$ cat config.mk
export PLATFORM = sky130hd
export DESIGN_NAME = fetch_unit
export DESIGN_NICKNAME = d
export VERILOG_FILES = /design/src/rtl/fetch_unit.sv
export SDC_FILE = /design/constraint.sdc
export NUM_CORES = 1
export LEC_CHECK = 0
export CORE_ASPECT_RATIO = 0.75
export CORE_UTILIZATION = 55
export DETAILED_ROUTE_END_ITERATION = 10
export GPL_TIMING_DRIVEN = 0
export PLACE_DENSITY = 0.86
export SYNTH_ARGS = -nofsm -noshare
export SYNTH_HDL_FRONTEND = slang
export SYNTH_SLANG_ARGS = --single-unit
$ cat constraint.sdc
create_clock -name clk -period 6.6 [get_ports clk]
set_clock_uncertainty 0.1 [all_clocks]
set_input_delay 1.98 -clock clk [delete_from_list [all_inputs] [get_ports clk]]
set_output_delay 1.98 -clock clk [all_outputs]
set_load 0.02 [all_outputs]
$ cat src/rtl/fetch_unit.sv
// Instruction fetch front end: one outstanding imem request, a 2-entry {pc, instr}
// queue toward decode, and redirect handling that drops in-flight responses.
module fetch_unit #(
    parameter int               WIDTH    = 32,
    parameter logic [WIDTH-1:0] RESET_PC = '0
) (
    input  logic             clk,
    input  logic             rst,
    output logic             imem_req,
    output logic [WIDTH-1:0] imem_addr,
    input  logic             imem_ack,
    input  logic [WIDTH-1:0] imem_rdata,
    input  logic             redirect_valid,
    input  logic [WIDTH-1:0] redirect_pc,
    output logic             out_valid,
    input  logic             out_ready,
    output logic [WIDTH-1:0] out_instr,
    output logic [WIDTH-1:0] out_pc
);

    typedef enum logic [1:0] {
        IDLE,
        WAIT,
        WAIT_DROP
    } state_t;

    state_t           state;
    state_t           state_next;
    logic [WIDTH-1:0] pc;
    logic [WIDTH-1:0] fetch_addr;
    logic [WIDTH-1:0] fifo_pc    [2];
    logic [WIDTH-1:0] fifo_instr [2];
    logic             head;
    logic [1:0]       count;
    logic             issue;
    logic             push;
    logic             pop;
    logic             wr_idx;

    always_ff @(posedge clk or posedge rst) begin
        if (rst) begin
            state <= IDLE;
        end else begin
            state <= state_next;
        end
    end

    // A response that arrives with or after a redirect belongs to the old path and is never pushed.
    always_comb begin
        state_next = state;
        issue      = 1'b0;
        push       = 1'b0;
        case (state)
            IDLE: begin
                if (!redirect_valid && count != 2'd2) begin
                    issue      = 1'b1;
                    state_next = WAIT;
                end
            end
            WAIT: begin
                if (imem_ack) begin
                    push       = !redirect_valid;
                    state_next = IDLE;
                end else if (redirect_valid) begin
                    state_next = WAIT_DROP;
                end
            end
            WAIT_DROP: begin
                if (imem_ack) begin
                    state_next = IDLE;
                end
            end
            default: state_next = IDLE;
        endcase
    end

    assign pop    = (count != 2'd0) && out_ready;
    assign wr_idx = head ^ count[0];

    always_ff @(posedge clk or posedge rst) begin
        if (rst) begin
            pc         <= RESET_PC;
            fetch_addr <= RESET_PC;
        end else begin
            if (redirect_valid) begin
                pc <= {redirect_pc[WIDTH-1:2], 2'b00};
            end else if (issue) begin
                pc <= pc + WIDTH'(4);
            end
            if (issue) begin
                fetch_addr <= pc;
            end
        end
    end

    always_ff @(posedge clk or posedge rst) begin
        if (rst) begin
            head  <= 1'b0;
            count <= 2'd0;
        end else if (redirect_valid) begin
            head  <= 1'b0;
            count <= 2'd0;
        end else begin
            if (pop) begin
                head <= ~head;
            end
            count <= count + 2'(push) - 2'(pop);
        end
    end

    // Entry storage needs no reset: it is only observed while count says it is valid.
    always_ff @(posedge clk) begin
        if (push) begin
            fifo_pc[wr_idx]    <= fetch_addr;
            fifo_instr[wr_idx] <= imem_rdata;
        end
    end

    assign imem_req  = (state != IDLE);
    assign imem_addr = fetch_addr;
    assign out_valid = (count != 2'd0);
    assign out_pc    = out_valid ? fifo_pc[head]    : '0;
    assign out_instr = out_valid ? fifo_instr[head] : '0;

endmodule

### Sequential cells colored by netlist name

The bar under the picture is 50 um long. Other sequential cells in the stronger gray, the rest of the logic in the fainter gray.
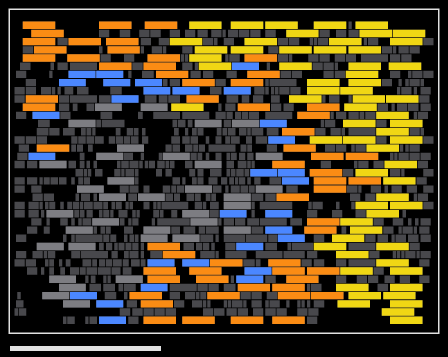
legend:
  orange:
    signal: fifo_pc
    flops: 60
    where: all over the die
  blue:
    signal: imem_addr
    flops: 30
  yellow:
    signal: fifo_instr
    flops: 64
flop share of the area: 50.3%
post-route core utilization: 75.8%
FF+latch area: 5350 um2
Seq. pwr: 1.68 mW

### Track usage over the die

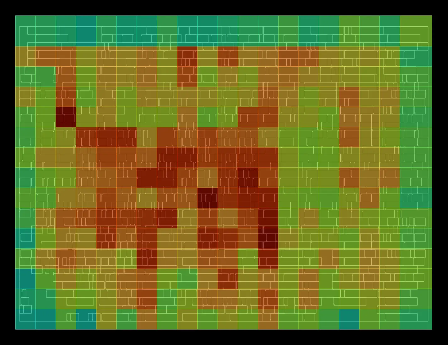
post-DR wirelength/cell: 19.9 um
GRT Overall Usage: 27.6%
met3 GRT Util: 7.55%

==> results.txt <==
run results: outcome=complete, no violations, Rel. slew slack=between 4 and 5%, GPL Wtd Cong=between 0.8 and 0.9, peak supply drop=~0.24 mV, FMAX=a little under 200 MHz, area leader, netlist=edfxtp_1, yosys cell count=just over 600, Final WS setup=roughly 1500 ps, root buf cell=clkbuf_16, yosys synthesis chip area=roughly 8000 um2, maximum clock path buffer count=2, crit path max fanout=10, PD cells=383 nW/um2, startpoint types=flop, CTS tree=yes, tool warnings=28, final slew viol count=0, CP Data Required Time=4520 ps, largest net degree at the start of global routing=around 40, WHS Endpoint=fifo_pc[1][28]$_DFFE_PP_, Netlist cell types=between 40 and 50, crit-path cells=clkbuf_1, buf_1, mux2i_1, nor2_1, clkdlybuf4s50_1, FP Core Util=between 50 and 60%, Resized cells post-CTS=0, clock sinks=approximately 190, H-tree Lvls=4, Crit. End Element=output pin, Top cells excl fill/tap=159 x clkdlybuf4s50_1, 124 x edfxtp_1, 81 x nor2_1, worst hold start=imem_addr[28]$_DFFE_PP0P_, Final nets=between 800 and 900, Post-Syn Instances=around 600, number of global-route vias before repair=roughly 5700, post-synthesis cell area=around 8000 um2, via count=about 6000, Final Instance Count excl. Fillers=between 1000 and 1500, worst slack at placement=approximately 2000 ps
### Cell area per tile

The die is cut into 14 by 11 equal tiles; black is low, pale yellow is high, 0 to 100% covered.
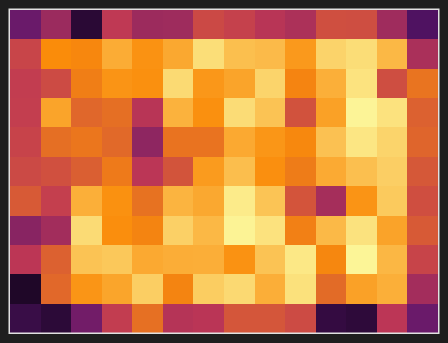
fullest tile: 98%
tiles over 75% full: 47%
mean over tiles: 68%

-- cells in the mapped netlist, drive strengths merged --
library cell,count
mux2,30
ha,3
xor2,4
o311ai,9
inv,13
or4,5
a22oi,8
nor4b,3
nand2b,2
nand2,24
a311oi,1
o21a,1
nor3,7
nor2b,15
clkbuf,21
a21boi,1
o21ai,9
or2,4
o31ai,14
and3,1
edfxtp,124
a21oi,6
a31oi,4
nand4,24
nor4,7
mux2i,63
a211o,1
and2,3
nor2,83
dfrtp,65
conb,1
or3,2
xnor2,6
nand3,24
o31a,1
buf,16
and4,3
nor3b,4
-- area by class of cell --
cell class / instances / area (um2)
repair buffers: 164 / 1690
flip-flops and latches: 189 / 5350
clock buffers: 19 / 433
multi-input cells: 376 / 2570
plain buffers: 37 / 155
well taps: 195 / 244
fillers: 890 / 3400
inverters: 13 / 48.8
clock inverters: 13 / 138
-- state kept, by name, indices dropped and copies added, names as in the netlist --
| name | flops |
|---|---|
| fifo_pc | 60 |
| head | 1 |
| pc | 30 |
| count | 2 |
| fifo_instr | 64 |
| state | 2 |
| imem_addr | 30 |
-- logic make-up (layout without fill, tap and decap cells) --
kind of cell    count (synthesis)  in the layout  synth area share [%]
simple gates                  211            211                  13.1
fa+ha+maj                       3              3                 0.464
flops                         189            189                  66.1
buf+inv                        50            246                  2.52
mux                            93             93                  12.0
other cells                     1              4                0.0463
xor+xnor                       10             10                  1.08
compound gates                 55             55                  4.76
-- power groups by stage --
stage | Combinational (mW) | Clock (mW) | Sequential, mW
final | 1.39 | 0.999 | 1.68
after global routing | 1.47 | 1.06 | 1.71
after detailed placement | 1.38 | 0 | 1.70
after floorplan | 0.679 | 0 | 1.77
after global placement | 1.33 | 0 | 1.69
after CTS | 1.39 | 1.01 | 1.68
Power is estimated from default activity; no workload was simulated.
